### Floorplan with the power grid

The bar under the picture is 20 um long. Pins as bars on the die edge.
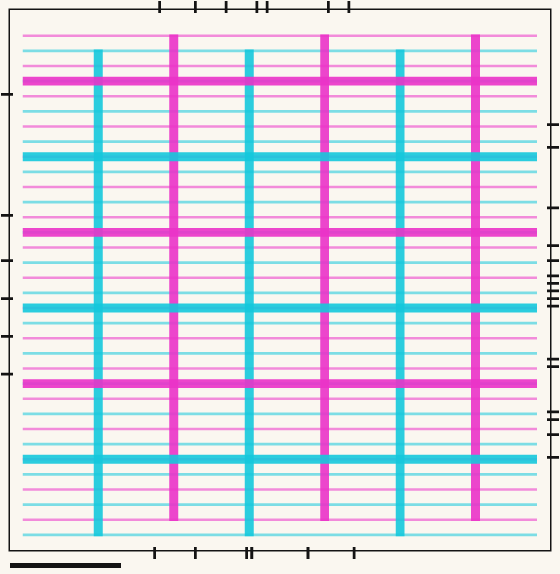
### Routed metal, one color a layer

The bar under the picture is 20 um long. Two of the layers only.
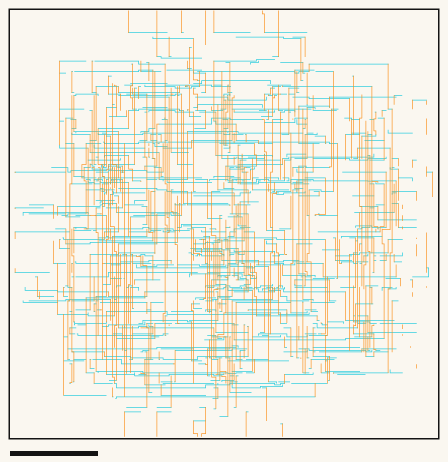
Design play_timer_multi, sky130hd; sources not shown.
==> CHANGELOG.md <==
## Implementation

- Final core occ: 48.1%
- Yosys stat cell total: 249
- OpenROAD warnings: 26
- 1st-iter DRT viols: 202
- Num rows: 33
- Antenna violations before repair: 0
- Total gr overflow: 0
- ANT cells: 0
- Post-CTS setup buffers: 0
- Fin crit share: 76.6%
- R2r worst-path depth: 5
- Max IR drop VDD: 191 uV
- Status: finished clean
- RePlAce Congestion: 0.797
- Critical path's largest stage delay: 940 ps
- Post-DP HPWL: 5330 um
- Synth top area cells: edfxtp_1 43%, mux4_2 21%, dfxtp_1 8.9%
- Clock buffer depth: 2
- Cts bufs inserted: 9
- Final setup viols: 0
- FF+latch area: 0.00174 mm2
- Total track usage: 18.6%
- Comb/total area: 38.7%
- Synth cell types: 38
- RSZ-0062 raised after global routing: false
- Crit Path Category: input pin to flip-flop
- Clock power share: 30.4%
- Yosys synthesis chip area: 0.00338 mm2
- Max Transition Viols Final: 0
- CTS sink cnt: 63
- Seq Cell Count: 63
- Worst Hold Class: flip-flop to flip-flop
- Non-clock buffer share: 9.84%
- Clk Tree Root Cell: clkbuf_8
- Logic Gate Count: 163
- Worst setup margin: 1130 ps
- Post-route cell area: 0.00399 mm2
- CP bufs+invs: 1
Back to the opening pictures, 'Floorplan with the power grid':
- VDD: magenta
- VSS: cyan
- met4 straps: 6
- signal pins: 35
- met5 straps: 6
Die W: 97.1 um
core area: 0.00830 mm2
Die Y: 97.1 um

Back to the opening pictures, 'Routed metal, one color a layer':
- met1: cyan (wire length 3540 um)
- met2: orange (wire length 3900 um)
via count: 2194
Routed WL: 8120 um
drt wl/cell: 20.6 um

## tightest hold or removal path, cell delays in order (launching register included)
cell and delay (ps):
edfxtp_1 360, mux4_2 220, nor2b_1 110
## kinds of logic after synthesis
| logic type | count (synthesis) | synth area share, % |
|---|---|---|
| and+or+nand+nor | 90 | 12.7 |
| DFF | 63 | 51.5 |
| muxes | 40 | 25.7 |
| AOI/OAI and AO/OA | 26 | 5.29 |
| buffers and inverters | 23 | 2.81 |
| xor gates and xnor gates | 6 | 1.55 |
| adders and majority gates | 1 | 0.370 |
## Yosys cell counts (all sizes together)
| cell | instances |
|---|---|
| inv | 7 |
| buf | 6 |
| ha | 1 |
| a221o | 1 |
| clkbuf | 10 |
| or3 | 1 |
| nand3 | 3 |
| o21a | 2 |
| o41a | 1 |
| nor2 | 48 |
| nand3b | 1 |
| o211ai | 1 |
| nand2 | 12 |
| a32oi | 1 |
| nand4 | 1 |
| a31oi | 3 |
| edfxtp | 48 |
| o2bb2ai | 1 |
| and3 | 1 |
| a311oi | 1 |
| o21ai | 6 |
| nor4 | 3 |
| nor4b | 1 |
| nor3 | 4 |
| or4 | 1 |
| xnor2 | 3 |
| a21oi | 9 |
| nor2b | 14 |
| mux2i | 4 |
| dfxtp | 15 |
| mux4 | 36 |
| xor2 | 3 |
## power groups by stage
stage | Combinational, uW | Clock (uW) | Sequential [uW]
finish | 220 | 381 | 653
global route | 239 | 410 | 659
CTS | 223 | 390 | 653
detailed placement | 221 | 0 | 665
global placement | 220 | 0 | 664
floorplan | 141 | 0 | 656
## metal layers
metal	track usage, %	routed length, um	share of wire, %
met1	26.1	3540	44
met2	28.6	3900	48
met3	4.89	607	7.5
met4	5.63	77	0.95
met5	0	0	0
Power figures rest on the tool's default switching activity, not on a simulated workload.
